===== src/rtl/cv32e40p_nmr_voter.sv =====
// N-modular-redundancy voter: registered bitwise majority over the non-broken replicas,
// with leaky per-channel mismatch counters that retire persistently faulty channels.
module cv32e40p_nmr_voter #(
    parameter int N_CH        = 3,
    parameter int WIDTH       = 32,
    parameter int ERR_THRESH  = 8,
    parameter int LEAK_PERIOD = 16
) (
    input  logic                  clk,
    input  logic                  rst,
    input  logic                  valid_i,
    input  logic [N_CH*WIDTH-1:0] data_i,
    input  logic [N_CH-1:0]       set_broken_i,
    input  logic [N_CH-1:0]       clear_broken_i,
    output logic [WIDTH-1:0]      data_o,
    output logic                  valid_o,
    output logic                  err_detected_o,
    output logic                  err_corrected_o,
    output logic                  err_uncorrectable_o,
    output logic [N_CH-1:0]       is_broken_o,
    output logic                  degraded_o,
    output logic                  fatal_o
);

    localparam int CW = $clog2(ERR_THRESH + 1);
    localparam int LW = $clog2(LEAK_PERIOD + 1);
    localparam logic [CW-1:0] THRESH = CW'(ERR_THRESH);
    localparam logic [LW-1:0] LEAK   = LW'(LEAK_PERIOD);

    logic [WIDTH-1:0] data_q, data_d;
    logic             valid_q, valid_d;
    logic             det_q, det_d;
    logic             cor_q, cor_d;
    logic             unc_q, unc_d;
    logic [N_CH-1:0]  broken_q, broken_d;
    logic             degraded_q, degraded_d;
    logic             fatal_q, fatal_d;
    logic [CW-1:0]    mis_cnt_q [N_CH];
    logic [CW-1:0]    mis_cnt_d [N_CH];
    logic [LW-1:0]    leak_cnt_q [N_CH];
    logic [LW-1:0]    leak_cnt_d [N_CH];

    logic [WIDTH-1:0] vote;
    logic [WIDTH-1:0] tie_bits;
    logic [N_CH-1:0]  ch_mismatch;
    int               n_act;
    int               ones;
    int               zeros;
    logic             first_bit;
    logic             found;

    // With an empty active set every bit looks like a tie; it is forced to 0 and not flagged.
    always_comb begin
        vote        = '0;
        tie_bits    = '0;
        ch_mismatch = '0;
        n_act       = 0;
        ones        = 0;
        zeros       = 0;
        first_bit   = 1'b0;
        found       = 1'b0;
        for (int k = 0; k < N_CH; k++) begin
            if (!broken_q[k]) n_act = n_act + 1;
        end
        for (int b = 0; b < WIDTH; b++) begin
            ones      = 0;
            zeros     = 0;
            first_bit = 1'b0;
            found     = 1'b0;
            for (int k = 0; k < N_CH; k++) begin
                if (!broken_q[k]) begin
                    if (data_i[k*WIDTH+b]) ones = ones + 1;
                    else                   zeros = zeros + 1;
                    if (!found) begin
                        first_bit = data_i[k*WIDTH+b];
                        found     = 1'b1;
                    end
                end
            end
            if (2 * ones > n_act) begin
                vote[b] = 1'b1;
            end else if (2 * zeros > n_act) begin
                vote[b] = 1'b0;
            end else if (n_act != 0) begin
                vote[b]     = first_bit;
                tie_bits[b] = 1'b1;
            end
        end
        for (int k = 0; k < N_CH; k++) begin
            ch_mismatch[k] = !broken_q[k] && (data_i[k*WIDTH +: WIDTH] != vote);
        end
    end

    always_comb begin
        data_d     = data_q;
        valid_d    = valid_i;
        det_d      = 1'b0;
        cor_d      = 1'b0;
        unc_d      = 1'b0;
        broken_d   = broken_q;
        mis_cnt_d  = mis_cnt_q;
        leak_cnt_d = leak_cnt_q;
        if (valid_i) begin
            data_d = vote;
            det_d  = |ch_mismatch;
            unc_d  = |tie_bits;
            cor_d  = (|ch_mismatch) && !(|tie_bits);
            for (int k = 0; k < N_CH; k++) begin
                if (!broken_q[k]) begin
                    if (ch_mismatch[k]) begin
                        leak_cnt_d[k] = '0;
                        if (mis_cnt_q[k] < THRESH) mis_cnt_d[k] = mis_cnt_q[k] + CW'(1);
                        if (mis_cnt_d[k] == THRESH) broken_d[k] = 1'b1;
                    end else if (leak_cnt_q[k] + LW'(1) == LEAK) begin
                        leak_cnt_d[k] = '0;
                        if (mis_cnt_q[k] != '0) mis_cnt_d[k] = mis_cnt_q[k] - CW'(1);
                    end else begin
                        leak_cnt_d[k] = leak_cnt_q[k] + LW'(1);
                    end
                end
            end
        end
        // Set is applied after clear so it wins when both target the same channel.
        for (int k = 0; k < N_CH; k++) begin
            if (clear_broken_i[k]) begin
                broken_d[k]   = 1'b0;
                mis_cnt_d[k]  = '0;
                leak_cnt_d[k] = '0;
            end
            if (set_broken_i[k]) broken_d[k] = 1'b1;
        end
        degraded_d = |broken_d;
        fatal_d    = &broken_d;
    end

    always_ff @(posedge clk) begin
        if (rst) begin
            data_q     <= '0;
            valid_q    <= 1'b0;
            det_q      <= 1'b0;
            cor_q      <= 1'b0;
            unc_q      <= 1'b0;
            broken_q   <= '0;
            degraded_q <= 1'b0;
            fatal_q    <= 1'b0;
            for (int k = 0; k < N_CH; k++) begin
                mis_cnt_q[k]  <= '0;
                leak_cnt_q[k] <= '0;
            end
        end else begin
            data_q     <= data_d;
            valid_q    <= valid_d;
            det_q      <= det_d;
            cor_q      <= cor_d;
            unc_q      <= unc_d;
            broken_q   <= broken_d;
            degraded_q <= degraded_d;
            fatal_q    <= fatal_d;
            for (int k = 0; k < N_CH; k++) begin
                mis_cnt_q[k]  <= mis_cnt_d[k];
                leak_cnt_q[k] <= leak_cnt_d[k];
            end
        end
    end

    assign data_o              = data_q;
    assign valid_o             = valid_q;
    assign err_detected_o      = det_q;
    assign err_corrected_o     = cor_q;
    assign err_uncorrectable_o = unc_q;
    assign is_broken_o         = broken_q;
    assign degraded_o          = degraded_q;
    assign fatal_o             = fatal_q;

endmodule


===== config.mk =====
export PLATFORM = sky130hd
export DESIGN_NAME = cv32e40p_nmr_voter
export DESIGN_NICKNAME = d
export VERILOG_FILES = /design/src/rtl/cv32e40p_nmr_voter.sv
export SDC_FILE = /design/constraint.sdc
export NUM_CORES = 1
export LEC_CHECK = 0
export CORE_ASPECT_RATIO = 1.2
export CORE_MARGIN = 4
export CORE_UTILIZATION = 35
export DETAILED_ROUTE_END_ITERATION = 16
export PLACE_DENSITY = 0.63
export SLEW_MARGIN = 20
export SYNTH_ARGS = -nofsm -noshare
export SYNTH_HDL_FRONTEND = slang
export SYNTH_SLANG_ARGS = --single-unit

===== constraint.sdc =====
create_clock -name clk -period 8.8 [get_ports clk]
set_input_delay 1.76 -clock clk [delete_from_list [all_inputs] [get_ports clk]]
set_output_delay 1.76 -clock clk [all_outputs]
set_load 0.005 [all_outputs]

Figure 1. Wiring by layer (run 1).
The bar under the picture is 50 um long.
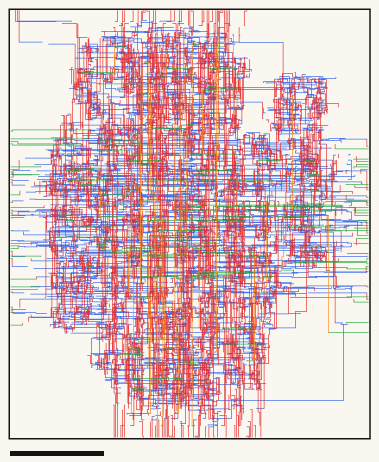
| colour | layer | wire length |
|---|---|---|
| orange | met4 | 2440 um |
| blue | met1 | 21.2 mm |
| green | met3 | 3050 um |
| red | met2 | 23.1 mm |
total wirelength of the detailed-routed design: 49740 um
total number of vias: 14.58k

Figure 2. Placed standard cells (run 1).
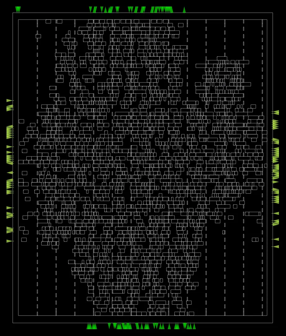
register share of the cell area: 8.366%
Std-Cell Core Area: 0.03984 mm^2
std cell rows: 80
Layout Utilization: 41.18%
TAP cells: 533

==> results.py, run 1 <==
# Flow results
metrics = {
    "drt": {
        "wl_per_cell_um": 20.19,
    },
    "timing": {
        "hold_violations": 0,
        "timing.final.crit_period_ps": 6939,
        "final_hold_slack_ps": 473.1,
    },
    "pwr": {
        "power_switching_mw": 0.9318,
        "maxPowerGroup": "combinational logic",
        "power.total_mw": 2.013,
    },
    "outcome": {
        "outcome": "completed",
    },
    "critical_path": {
        "critPathMaxFanout": 16,
        "endpoint": "mis_cnt_q[0]",
    },
    "clock_network": {
        "ctsHoldBuffers": 0,
    },
    "placed_design": {
        "place_congestion": 0.8794,
        "detailedPlace.worstSlack_ps": 1454,
        "placedCellCount": 2448,
    },
    "final_layout": {
        "inv_count": 78,
    },
    "yosys": {
        "yosys.stat.chipArea_mm2": 0.01413,
        "syn_nets": 2170,
        "post_synth_main_logic_family": "simple AND/OR/NAND/NOR gates",
        "synth.lib_cells_used.distinct": 76,
        "post_synth_xor_area_fraction_pct": 8.990,
    },
    "run": {
        "drv.max_cap_violation_count": 0,
    },
}
Figure 3. Sizing map (run 1).
The bar under the picture is 50 um long.
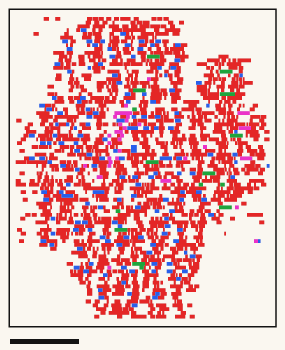
| colour | size | cells |
|---|---|---|
| blue | drive 2 | 161 |
| red | drive 1 or less | 1724 |
| magenta | drive 3 to 4 | 31 |
| green | drive 6 and up | 15 |
Non-clk bufs: 168
Syn-to-layout area delta: 16.15%
min setup slack post-route: 1861 ps
Layout Cell Area excl Fill: 0.01641 mm^2

run 1: worst min-delay path: cells and delay by family (launching register included):
| kind | cells | cell delay (ps) |
|---|---|---|
| DFF | 1 | 330 |
| AOI/OAI and AO/OA | 1 | 50 |
| and+or+nand+nor | 1 | 60 |
run 1: cell usage in the layout, fill, tap and decap left out, types with 65 or more instances in the layout:
cell / instances
ha_1: 238
nor2_1: 167
clkdlybuf4s50_1: 143
a21oi_1: 127
nand2_1: 103
nor2b_1: 100
mux2_2: 96
inv_1: 77
xor2_1: 74
xnor2_1: 70
dfxtp_1: 65
run 1: layer usage:
layer,wire length (um),global-route usage (%)
met1,21180,27.84
met2,23080,36.87
met3,3045,3.318
met4,2438,10.53
met5,0,0
==> run 2: changes to the inputs <==
Clock period 8.8 ns to 5.6 ns, I/O delays scaled along.
Figure 4. Sizing map (run 2).
The bar under the picture is 50 um long.
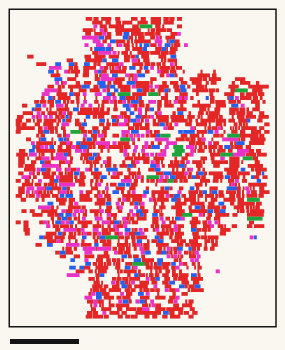
| colour | size | cells |
|---|---|---|
| green | drive 6 and up | 20 |
| blue | drive 2 | 188 |
| magenta | drive 3 to 4 | 278 |
| red | drive 1 or less | 1663 |
Layout Cell Area excl Fill: 0.01870 mm^2
min setup slack post-route: 79.54 ps

==> results.py, run 2 <==
# Flow results
metrics = {
    "placed_design": {
        "placedCellCount": 2661,
        "place_congestion": 0.9124,
        "dpl_cell_area_mm2": 0.01782,
        "detailedPlace.worstSlack_ps": -669.8,
    },
    "pwr": {
        "power_switching_mw": 1.576,
        "maxPowerGroup": "combinational logic",
        "power.total_mw": 3.563,
    },
    "final_layout": {
        "layout_top_cell": "buf_4",
        "inv_count": 78,
        "layout.non_clock_buffers": 386,
        "layout.core_utilization_pct": 46.93,
        "register_area_mm2": 0.001373,
        "area.growth.synth_to_final_pct": 32.35,
        "lay_top_cells": "buf_4 (231), ha_1 (227), nor2_1 (162)",
    },
    "floorplan": {
        "std_cell_rows": 80,
        "core-area_mm2": 0.03984,
    },
    "yosys": {
        "synth.lib_cells_used.distinct": 76,
        "syn_nets": 2170,
        "post_synth_xor_area_fraction_pct": 8.990,
        "post_synth_main_logic_family": "simple AND/OR/NAND/NOR gates",
    },
    "timing": {
        "final_hold_slack_ps": 478.2,
        "hold_violations": 0,
    },
    "run": {
        "drv.max_cap_violation_count": 0,
    },
    "critical_path": {
        "endpoint": "mis_cnt_q[11]",
        "critPathMaxFanout": 6,
    },
    "global_routing": {
        "use_met3_pct": 3.639,
        "globalRouteMet2Util_pct": 39.01,
        "m1_gr_usage_pct": 28.26,
    },
    "drt": {
        "wl_per_cell_um": 19.51,
        "via_count": 15490,
        "routed.top_layer": "met5",
        "m1WireLength_um": 21790,
        "met3_wirelength_um": 3483,
    },
    "outcome": {
        "outcome": "completed",
    },
}
[run 2: cell counts after synthesis]
No cell type changed its count.
[run 2: worst register-to-register path: cells and delay by family (launching register included)]
kind	cells	cell delay, ps
AND-OR/OR-AND	4	830
adder cells (fa/ha/maj)	3	830
buffers and inverters	2	460
flip-flops	1	780
multiplexers	3	620
AND/OR/NAND/NOR	6	1890
[run 2: repair_timing]
item,CTS,global route
pin swaps,1,24
buffers inserted,0,5
endpoints found under the setup margin,12,27
resized,9,103
hold buffers,0,0
[run 2: cell families after synthesis]
kind of cell,Yosys count
xor gates and xnor gates,145
buffers and inverters,158
adders and majority gates,238
AOI/OAI and AO/OA,428
and+or+nand+nor,683
muxes,107
DFF,68
==> run 3: changes to the inputs <==
Settings changed: CORE_MARGIN 4 to unset.
Figure 5. Sizing map (run 3).
The bar under the picture is 50 um long.
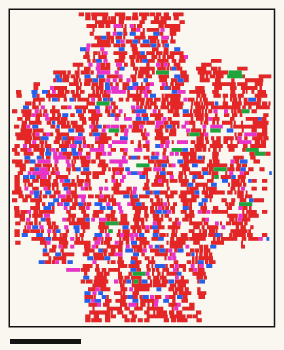
| colour | size | cells |
|---|---|---|
| magenta | drive 3 to 4 | 248 |
| red | drive 1 or less | 1690 |
| green | drive 6 and up | 19 |
| blue | drive 2 | 181 |

==> results.py, run 3 <==
# Flow results
metrics = {
    "drt": {
        "wl_per_cell_um": 19.34,
        "routed.top_layer": "met4",
        "via_count": 15470,
        "m1WireLength_um": 21400,
        "wl_met2_um": 24330,
        "met3_wirelength_um": 3456,
        "postRouteWirelength_um": 51670,
    },
    "yosys": {
        "syn_nets": 2170,
        "yosys.stat.chipArea_mm2": 0.01413,
        "synth.lib_cells_used.distinct": 76,
        "post_synth_xor_area_fraction_pct": 8.990,
        "yosysWarnings": 0,
        "postSynthRegisterBits": 68,
        "post_synth_main_logic_family": "simple AND/OR/NAND/NOR gates",
    },
    "critical_path": {
        "endpoint": "mis_cnt_q[0]",
        "critPathMaxFanout": 6,
        "required_ps": 5910,
    },
    "timing": {
        "hold_violations": 0,
        "worst_slack_ps": 111.2,
        "timing.final.crit_period_ps": 5489,
        "final_hold_slack_ps": 471.4,
    },
    "clock_network": {
        "cts.repair_timing.setup_buffer_count": 0,
        "ctsHoldBuffers": 0,
        "clock_tree.htree_level_count": 3,
        "cts_tree": "built",
        "root_buffer": "clkbuf_16",
        "cts-resized-gates": 7,
    },
    "outcome": {
        "outcome": "completed",
    },
    "final_layout": {
        "register_area_mm2": 0.001373,
        "layout.core_utilization_pct": 46.06,
        "area.growth.synth_to_final_pct": 29.57,
        "layout_top_cell": "ha_1",
        "finish.instance_area_mm2": 0.01830,
        "lay_top_cells": "ha_1 (233), buf_4 (224), nor2_1 (166)",
    },
    "placed_design": {
        "placedCellCount": 2653,
        "place_congestion": 0.9328,
        "detailedPlace.worstSlack_ps": -558.9,
        "dpl_cell_area_mm2": 0.01770,
        "port_buffers": 145,
    },
    "global_routing": {
        "first_pass_grt_wire_length_um": 80280,
        "m1_gr_usage_pct": 30.06,
        "grt.overflow.total": 0,
        "use_met3_pct": 3.778,
        "globalRouteMet2Util_pct": 42.60,
    },
    "pwr": {
        "power.total_mw": 3.522,
    },
    "floorplan": {
        "std_cell_rows": 80,
        "core-area_mm2": 0.03974,
    },
    "run": {
        "drv.max_cap_violation_count": 0,
    },
}
[run 3: cell counts after synthesis]
No cell type changed its count.
[run 3: kinds of logic after synthesis]
family / Yosys count
simple gates: 683
flops: 68
mux: 107
buf+inv: 158
compound gates: 428
fa+ha+maj: 238
xor+xnor: 145
[run 3: layout make-up]
type,count,area share (%)
timing repair buffer,375,17.76
antenna,1,0.01367
inverter,78,1.600
clock buffer,9,1.231
multi-input combinational,1601,67.80
clock inverter,7,0.4512
tap,533,3.644
sequential,68,7.499
[run 3: report_power, final]
part	switching (mW)	internal (mW)
registers	0.0354	0.516
clock network	0.286	0.352
logic	1.24	1.09
[run 3: critical path: cells and delay by family]
family                     cells  cell delay, ps
AOI/OAI and AO/OA              4             890
adders and majority gates      3             830
buffers and inverters          2             640
muxes                          3             660
and+or+nand+nor                6            1650
Power figures rest on the tool's default switching activity, not on a simulated workload.
